### src/rtl/key_event_encoder.sv
// Piano input front end: synchronizes and debounces notes/buttons, turns level
// changes into key events and queues them for the mode controller.
module key_event_encoder #(
    parameter int TICK_CYCLES    = 100000,
    parameter int STABLE_SAMPLES = 3,
    parameter int FIFO_DEPTH     = 4
) (
    input  logic       clk,
    input  logic       rst,
    input  logic [6:0] note_raw,
    input  logic       submit_raw,
    input  logic       cancel_raw,
    input  logic       up_raw,
    input  logic       down_raw,
    output logic [6:0] note_stable,
    output logic       evt_valid,
    input  logic       evt_ready,
    output logic [2:0] evt_kind,
    output logic [2:0] evt_index,
    output logic       overflow
);
    localparam int NIN   = 11;
    localparam int NFLAG = 18;
    localparam int TW    = $clog2(TICK_CYCLES);
    localparam int PW    = $clog2(FIFO_DEPTH);
    localparam int CW    = PW + 1;

    logic [NIN-1:0]            raw, sync1, sync2, stable, stable_next;
    logic [STABLE_SAMPLES-1:0] samp      [NIN];
    logic [STABLE_SAMPLES-1:0] samp_next [NIN];
    logic [TW-1:0]             tick_cnt;
    logic                      tick;
    logic [NFLAG-1:0]          pending, flag_set, grant;
    logic [2:0]                fifo_kind  [FIFO_DEPTH];
    logic [2:0]                fifo_index [FIFO_DEPTH];
    logic [PW-1:0]             wr_ptr, rd_ptr;
    logic [CW-1:0]             count;
    logic                      pop, push, can_push, arb_hit;
    logic [2:0]                push_kind, push_index;

    // bit map: 0..6 notes, 7 submit, 8 cancel, 9 up, 10 down
    assign raw  = {down_raw, up_raw, cancel_raw, submit_raw, note_raw};
    assign tick = (tick_cnt == TW'(TICK_CYCLES - 1));

    // flag map: 0..6 note press, 7..13 note release, 14 submit, 15 cancel, 16 up, 17 down
    always_comb begin
        stable_next = stable;
        flag_set    = '0;
        for (int i = 0; i < NIN; i++) begin
            samp_next[i] = samp[i];
            if (tick) begin
                samp_next[i] = {samp[i][STABLE_SAMPLES-2:0], sync2[i]};
                if (&samp_next[i] && !stable[i])
                    stable_next[i] = 1'b1;
                else if (~|samp_next[i] && stable[i])
                    stable_next[i] = 1'b0;
            end
        end
        for (int n = 0; n < 7; n++) begin
            flag_set[n]     = stable_next[n] & ~stable[n];
            flag_set[7 + n] = ~stable_next[n] & stable[n];
        end
        for (int b = 0; b < 4; b++)
            flag_set[14 + b] = stable_next[7 + b] & ~stable[7 + b];
    end

    assign evt_valid = (count != '0);
    assign pop       = evt_valid & evt_ready;
    assign can_push  = (count < CW'(FIFO_DEPTH)) || pop;
    assign push      = |grant;

    always_comb begin
        grant      = '0;
        push_kind  = 3'd0;
        push_index = 3'd0;
        arb_hit    = 1'b0;
        if (can_push) begin
            if (pending[15]) begin
                grant[15] = 1'b1; push_kind = 3'd3; arb_hit = 1'b1;
            end else if (pending[14]) begin
                grant[14] = 1'b1; push_kind = 3'd2; arb_hit = 1'b1;
            end else if (pending[16]) begin
                grant[16] = 1'b1; push_kind = 3'd4; arb_hit = 1'b1;
            end else if (pending[17]) begin
                grant[17] = 1'b1; push_kind = 3'd5; arb_hit = 1'b1;
            end
            for (int n = 0; n < 14; n++) begin
                if (!arb_hit && pending[n]) begin
                    grant[n]   = 1'b1;
                    arb_hit    = 1'b1;
                    push_kind  = (n < 7) ? 3'd0 : 3'd1;
                    push_index = (n < 7) ? 3'(n) : 3'(n - 7);
                end
            end
        end
    end

    always_ff @(posedge clk) begin
        if (rst) begin
            sync1    <= '0;
            sync2    <= '0;
            stable   <= '0;
            tick_cnt <= '0;
            pending  <= '0;
            overflow <= 1'b0;
            wr_ptr   <= '0;
            rd_ptr   <= '0;
            count    <= '0;
            for (int i = 0; i < NIN; i++)
                samp[i] <= '0;
        end else begin
            sync1    <= raw;
            sync2    <= sync1;
            stable   <= stable_next;
            tick_cnt <= tick ? '0 : tick_cnt + 1'b1;
            for (int i = 0; i < NIN; i++)
                samp[i] <= samp_next[i];
            // a flag granted this cycle is free to take a new event without merging
            pending <= (pending & ~grant) | flag_set;
            if (|(flag_set & pending & ~grant))
                overflow <= 1'b1;
            if (push) begin
                fifo_kind[wr_ptr]  <= push_kind;
                fifo_index[wr_ptr] <= push_index;
                wr_ptr             <= wr_ptr + 1'b1;
            end
            if (pop)
                rd_ptr <= rd_ptr + 1'b1;
            case ({push, pop})
                2'b10:   count <= count + 1'b1;
                2'b01:   count <= count - 1'b1;
                default: count <= count;
            endcase
        end
    end

    assign note_stable = stable[6:0];
    assign evt_kind    = evt_valid ? fifo_kind[rd_ptr]  : 3'd0;
    assign evt_index   = evt_valid ? fifo_index[rd_ptr] : 3'd0;
endmodule
### config.mk
export PLATFORM = sky130hd
export DESIGN_NAME = key_event_encoder
export DESIGN_NICKNAME = d
export VERILOG_FILES = /design/src/rtl/key_event_encoder.sv
export SDC_FILE = /design/constraint.sdc
export NUM_CORES = 1
export LEC_CHECK = 0
export ABC_CLOCK_PERIOD_IN_PS = 6730
export CAP_MARGIN = 20
export CORE_MARGIN = 2
export CORE_UTILIZATION = 48
export DETAILED_ROUTE_END_ITERATION = 10
export PLACE_DENSITY = 0.66
export SYNTH_ARGS = -nofsm -noshare
export SYNTH_HDL_FRONTEND = slang
export SYNTH_SLANG_ARGS = --single-unit
### constraint.sdc
create_clock -name clk -period 6.73 [get_ports clk]
set_input_delay 1.6825 -clock clk [delete_from_list [all_inputs] [get_ports clk]]
set_output_delay 1.6825 -clock clk [all_outputs]
set_load 0.02 [all_outputs]
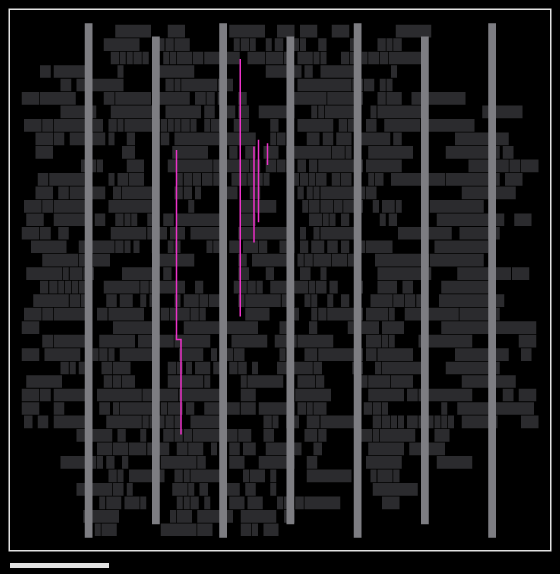
Run 1: metal 4
Bar = 20 um. Supply wires on this layer in grey. Cells faint in the background.
share of all routed wire	1.5%
nets with wire on the layer	5
main direction	vertical
wire length on this layer	149 um
longest straight run	51.7 um
wire length after detailed routing: 10,150 um
vias: 3,956

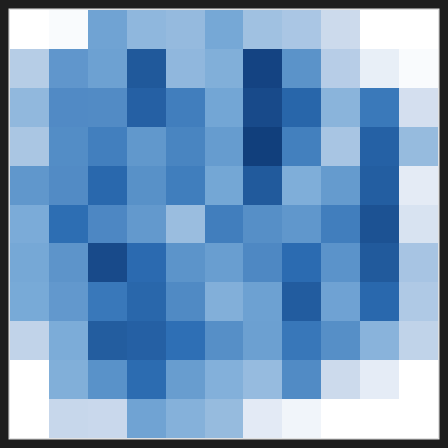
Run 1: cell area per tile
The die is cut into 11 by 11 equal tiles; white is low, dark blue is high, 0 to 100% covered.
mean over tiles	50%
tiles over 75% full	18%
nearly empty tiles	7.4%
fullest tile	94%
fp util: 49.00%
final core utilization: 56.84%
area of the core region: 10,790 um^2

==> results_dict.tcl, run 1 <==
# metrics dict for downstream scripts
set metrics [dict create \
    design_area_um2 6135 \
    worst_hold_path_type "reg2reg" \
    postSynthCellCount 558 \
    placed_cells 696 \
    critical_path.cell_chain "clkdlybuf4s50_1, nand2b_1, nand4_4, or4_4, o21a_4, ha_1, inv_1, fa_1, xor2_1, or3_1, a21oi_1" \
    skew_ns 0.006566 \
    fin_tns_setup_ns 0 \
    yosysTopAreaCellShare_pct 37.85 \
    yosysCellCount 558 \
    max_slew.worst_pin.slew_ns 0.9892 \
    timing.max_cap.violations 0 \
    hold_violations 0 \
    synthesis.area_um2 5289 \
    power-per-cell-area_nw_per_um2 261.7 \
    syn_to_final_growth_pct 15.99 \
    yosys.area_share.simple_pct 24.37 \
    critical_path.slowest_cell "sky130_fd_sc_hd__clkdlybuf4s50_1" \
    max_stage_delay_ns 0.51 \
    post_route_antenna_net_violation_count 0 \
    max_freq_mhz 251.0 \
    hold_ws_ns 0.4331 \
    clock_transition_at_the_registers_of_the_reported_paths_ns 0.05 \
    arrival_ns 4.41 \
    post-route-min-period_ns 3.985 \
    hold_path.startpoint "sync1[0]" \
    most_common_cell "sky130_fd_sc_hd__dfxtp_1" \
    crit_buf_inv 2 \
    post_cts_buffers 0 \
    synthTopCellsByCount "100 x sky130_fd_sc_hd__dfxtp_1, 73 x sky130_fd_sc_hd__nand2_1, 56 x sky130_fd_sc_hd__a21oi_1" \
    nets 596 \
    regToRegStartpoint "pending[17]" \
    worstSetupEndpointType "flop" \
    fraction_of_final_layout_cells_with_drive_strength_greater_than_1_pct 7.836 \
    synth.yosys.warnings 0 \
    place.gp.congestion 0.9003 \
    clock.latency.late_pin_ns 0.51 \
    cts_hold_repair.buffers 0 \
    num_rows 38 \
    worst-endpoint-required_ns 7.16 \
    aoi_share_pct 12.54 \
    num_io_pins 29 \
    drt_pass1_iterations 5 \
    synth_top_flop_cell "sky130_fd_sc_hd__dfxtp_1" \
    htree_num_levels 4 \
    place_area_um2 5599 \
    largest_area_cell "sky130_fd_sc_hd__dfxtp_1" \
    finish.cell_count_without_fillers 727 \
    syn-mean-instance-area_um2 9.478 \
    globalRoute.totalOverflow 0 \
    numPortBuffers 28 \
    seq_area_frac_synth_pct 51.48 \
    timing.final.max_slew_violations 0 \
    floorplan.die.height_um 109.0 \
    grt_max_degree 58 \
    yosys-mux-area-fraction_pct 2.744 \
    log.warning_count 29 \
    run_status "finished clean" \
    synth_xor_xnor_area_share_pct 3.146 \
    worst_path_dominant_cell_family "simple AND/OR/NAND/NOR gates" \
    post_synth_regs 124 \
    dp.final_hpwl_um 6878 \
    tritoncts_clock_tree "done" \
    worst-path-max-fanout 10 \
    worst_slew_margin_rel_pct 32.35 \
    drc_errors 0 \
    min_period_over_period_pct 59.21 \
    post_synth_main_area_contributors "sky130_fd_sc_hd__dfxtp_1 38%, sky130_fd_sc_hd__edfxtp_1 14%, sky130_fd_sc_hd__a21oi_1 5.3%" \
    crit_path_start "evt_ready" \
    power.leakage_nw 2.165 \
    critPathLaunchType "input port" \
    yosys-stat-area_um2 5289 \
    total_power_w 0.001605 \
    dieArea_um2 11870 \
    top_logic_kind "simple AND/OR/NAND/NOR gates" \
    cts_inserted_buffers 17 \
    clock_path_buffers 2 \
    synth.net_count 579 \
]
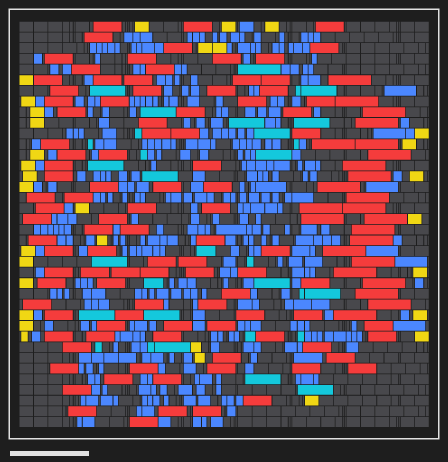
Run 1: cells coloured by class
Bar = 20 um. Fill, decap, tap and diode cells in grey.
class	colour	cells	share of their area
flops	red	124	46%
clock drivers and dummy loads	cyan	31	9.0%
other buffers and delay cells	yellow	31	5.0%
combinational and other logic	blue	401	40%

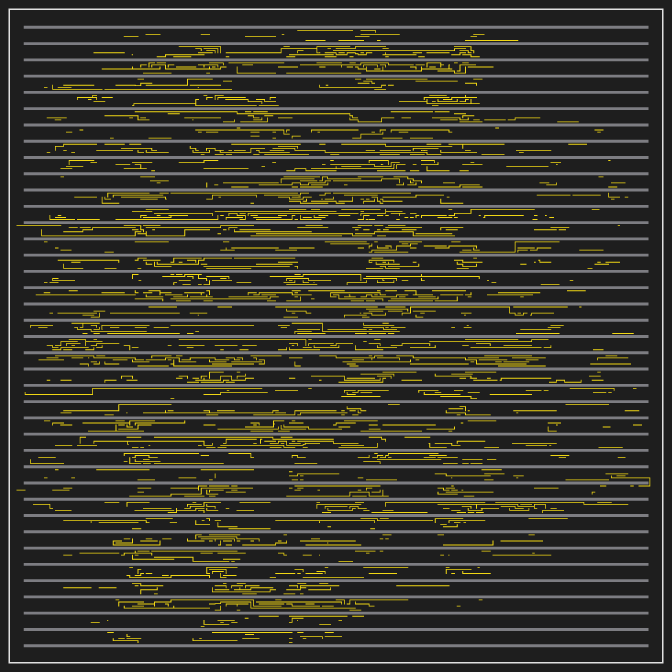
Run 1: the metal 1 layer
Supply wires on this layer in grey.
nets with wire on the layer	549
longest straight run	28.3 um
main direction	horizontal

-- run 1: layout make-up --
cell class                 instances  area [um^2]
timing repair buffer              31        297.8
tap                              140        175.2
fill                             937         4658
sequential                       124         2723
multi-input combinational        389         2359
clock buffer                      23        467.9
clock inverter                     8        67.56
inverter                          12        45.04
-- run 1: power breakdown --
group          total [W]  switching [W]  leakage [nW]  internal [W]
clock           0.000813       0.000299         0.266      0.000514
sequential      0.000767     0.00000463          1.03      0.000762
combinational  0.0000249      0.0000129         0.864     0.0000120
-- run 1: worst paths after layout --
kind              endpoint  cells after the start  slack (ns)
setup reg to reg  count[2]                     10        3.92
hold / removal    sync2[0]                      1        0.43
setup / recovery  count[2]                     11        2.75
hold reg to reg   sync2[0]                      1        0.43
-- run 1: layer usage --
metal | vias to the layer above | GRT usage [%] | wire [um]
met2 | 86 | 29.41 | 4837
met3 | 13 | 5.140 | 419
met5 | - | 0 | 0
met1 | 1858 | 24.84 | 4745
li1 | 1999 | - | -
met4 | 0 | 6.319 | 149
-- run 1: per-stage QoR --
stage               util, %  setup WS [ns]
finish                56.84          2.745
global route          56.84          2.599
CTS                   56.84          2.665
detailed placement    51.88          2.246
global placement      51.88          2.293
floorplan                 -          3.021
-- run 1: logic make-up (layout without fill, tap and decap cells) --
kind of cell             after synthesis  count (layout)
buffers and inverters                 45              74
AND-OR/OR-AND                        113             113
flip-flops                           124             124
AND/OR/NAND/NOR                      243             243
adder cells (fa/ha/maj)                7               7
XOR/XNOR                              19              19
multiplexers                           7               7
-- run 1: registers in the layout, summed over array words and instances (netlist names), named ones only --
name        cells
sync1          11
sync2          11
samp           22
stable         11
rd_ptr          2
count           3
fifo_index     12
fifo_kind      12
overflow        1
tick_cnt       17
wr_ptr          2
pending        18
Run 1, congestion heat map:
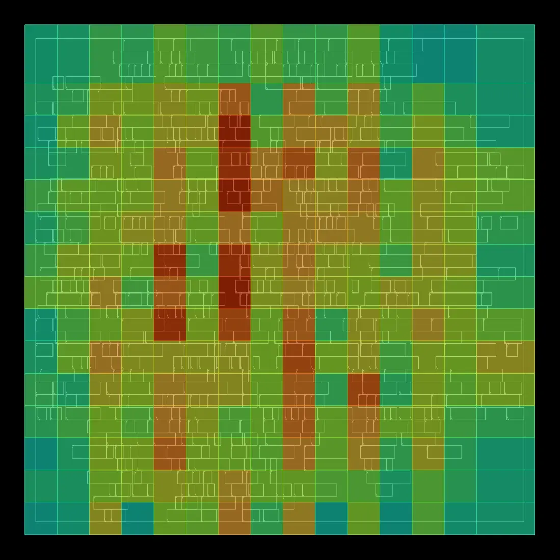

==> run 2, diff against run 1 <==
--- a/config.mk
+++ b/config.mk
@@ -5,12 +5,12 @@
 export SDC_FILE = /design/constraint.sdc
 export NUM_CORES = 1
 export LEC_CHECK = 0
-export ABC_CLOCK_PERIOD_IN_PS = 6730
+export ABC_CLOCK_PERIOD_IN_PS = 3200
 export CAP_MARGIN = 20
 export CORE_MARGIN = 2
 export CORE_UTILIZATION = 48
 export DETAILED_ROUTE_END_ITERATION = 10
-export PLACE_DENSITY = 0.66
+export PLACE_DENSITY = 0.69
 export SYNTH_ARGS = -nofsm -noshare
 export SYNTH_HDL_FRONTEND = slang
 export SYNTH_SLANG_ARGS = --single-unit
==> constraint.sdc (replaced) <==
create_clock -name clk -period 3.2 [get_ports clk]
set_input_delay 0.8 -clock clk [delete_from_list [all_inputs] [get_ports clk]]
set_output_delay 0.8 -clock clk [all_outputs]
set_load 0.02 [all_outputs]
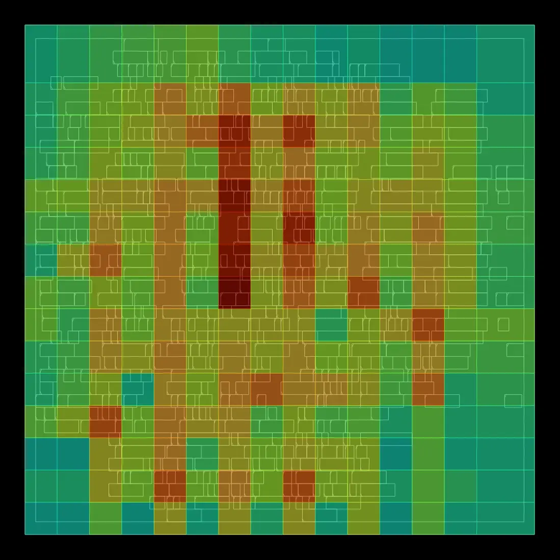
Run 2: congestion heat map
GR met1 Demand/Resource: 24.66%
GR met2 Demand/Resource: 30.39%
final core utilization: 58.10%
met3 layer usage reported by global route: 4.901%
DR WL/cell: 13.78 um

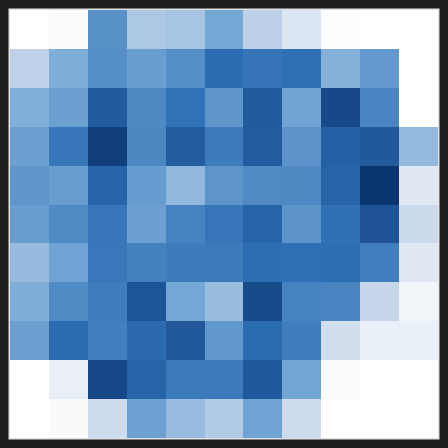
Run 2: cell area per tile
The die is cut into 11 by 11 equal tiles; white is low, dark blue is high, 0 to 100% covered.
fullest tile	98%
nearly empty tiles	11%
emptiest ninth of the die	bottom right

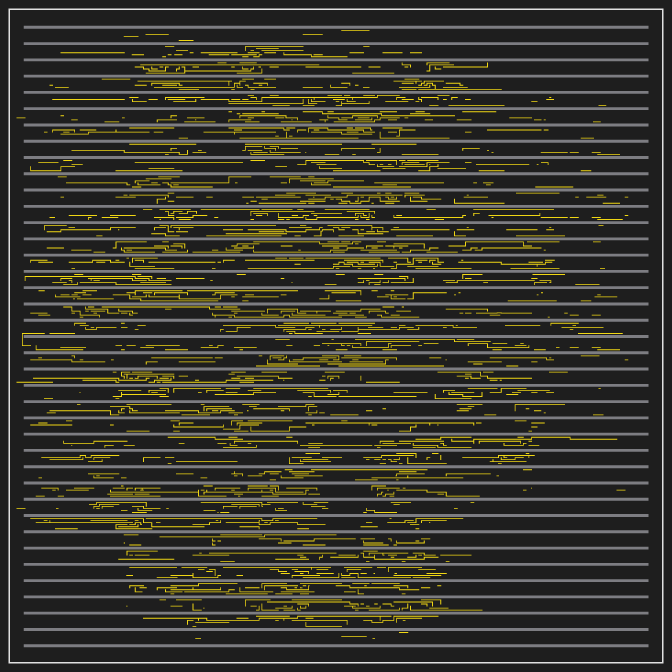
Run 2: the metal 1 layer
Supply wires on this layer in grey.
nets with wire on the layer	554
wire length on this layer	4,760 um
main direction	horizontal
share of all routed wire	47%

==> run 2 against run 1 <==
Compared with the run above:
- sequential share of layout area decreased by 0.95 points
- global-route usage grew 0.16 points
- synthesized area unchanged
- power rose by 120%
- clock power increased by 140%
- synthesized cell count stayed put
- setup slack lost 2.5 ns
- critical path type is now reg2out
==> results_dict.tcl, run 2 <==
# metrics dict for downstream scripts
set metrics [dict create \
    run_status "finished clean" \
    seq_area_frac_synth_pct 51.48 \
    largestRegisters "samp (22), pending (18), tick_cnt (17)" \
    timing.final.max_slew_violations 0 \
    synth.net_count 579 \
    synthesis.area_um2 5289 \
    worst_slew_margin_rel_pct 53.52 \
    clock_power_share_pct 53.6 \
    num_rows 38 \
    totalWireLength_um 10130 \
    hold_ws_ns 0.4319 \
    floorplanUtilization_pct 49.00 \
    max_slew.worst_pin.slew_ns 0.6796 \
    place_area_um2 5672 \
    yosysTopAreaCellShare_pct 37.85 \
    grt_max_degree 58 \
    power.internal_w 0.002928 \
    synth.yosys.warnings 0 \
    drt_pass1_iterations 4 \
    largest_area_cell "sky130_fd_sc_hd__dfxtp_1" \
    hold_violations 0 \
    clock_transition_at_the_registers_of_the_reported_paths_ns 0.05 \
    cts_inserted_buffers 17 \
    log.warning_count 29 \
    p_seq_w 0.00161 \
    switching_share_pct 18.42 \
    critPathLaunchType "flop" \
    globalRoute.totalOverflow 0 \
    power-per-cell-area_nw_per_um2 572.3 \
    power_combinational_w 0.0000524 \
    fraction_of_final_layout_cells_with_drive_strength_greater_than_1_pct 9.076 \
    post-route-min-period_ns 2.965 \
    drc_errors 0 \
    clock.latency.late_pin_ns 0.51 \
    post_route_antenna_net_violation_count 0 \
]
-- run 2: timing repair --
action / CTS / global route
gates resized: 0 / 1
hold buffers: 0 / 0
setup endpoints to repair: 0 / 5
buffers inserted: 0 / 0
-- run 2: final timing paths --
path	start	endpoint	slack (ns)	cells past startpoint
worst max-delay path	flop	evt_kind[1]	0.23	3
worst min-delay path	sync1[8]	sync2[8]	0.43	1
worst max register to register	pending[7]	count[2]	0.45	10
worst min register to register	sync1[8]	sync2[8]	0.43	1
-- run 2: critical path, cell delays in order, from the launching register on --
cell and delay [ns]:
sky130_fd_sc_hd__dfxtp_2 0.44, sky130_fd_sc_hd__mux4_2 0.53, sky130_fd_sc_hd__and2_1 0.17, sky130_fd_sc_hd__clkdlybuf4s50_1 0.53
-- run 2: cell families after synthesis --
| logic type | Yosys count |
|---|---|
| AND-OR/OR-AND | 113 |
| flip-flops | 124 |
| adder cells (fa/ha/maj) | 7 |
| buffers and inverters | 45 |
| AND/OR/NAND/NOR | 243 |
| multiplexers | 7 |
| XOR/XNOR | 19 |
-- run 2: metal layers --
layer / part of all wire (%) / routed length (um)
met4: 1.3 / 133
met1: 47 / 4761
met3: 3.7 / 374
met5: 0 / 0
met2: 48 / 4854
-- run 2: final cells by class --
| type | instances | area, um^2 | area share, % |
|---|---|---|---|
| flip-flops and latches | 124 | 2724 | 43.44 |
| multi-input cells | 389 | 2359 | 37.61 |
| clock buffers | 24 | 460.4 | 7.342 |
| repair buffers | 39 | 370.4 | 5.906 |
| well taps | 140 | 175.2 | 2.793 |
| clock inverters | 7 | 137.6 | 2.195 |
| inverters | 12 | 45.04 | 0.7183 |
Power and IR drop assume default switching activity.
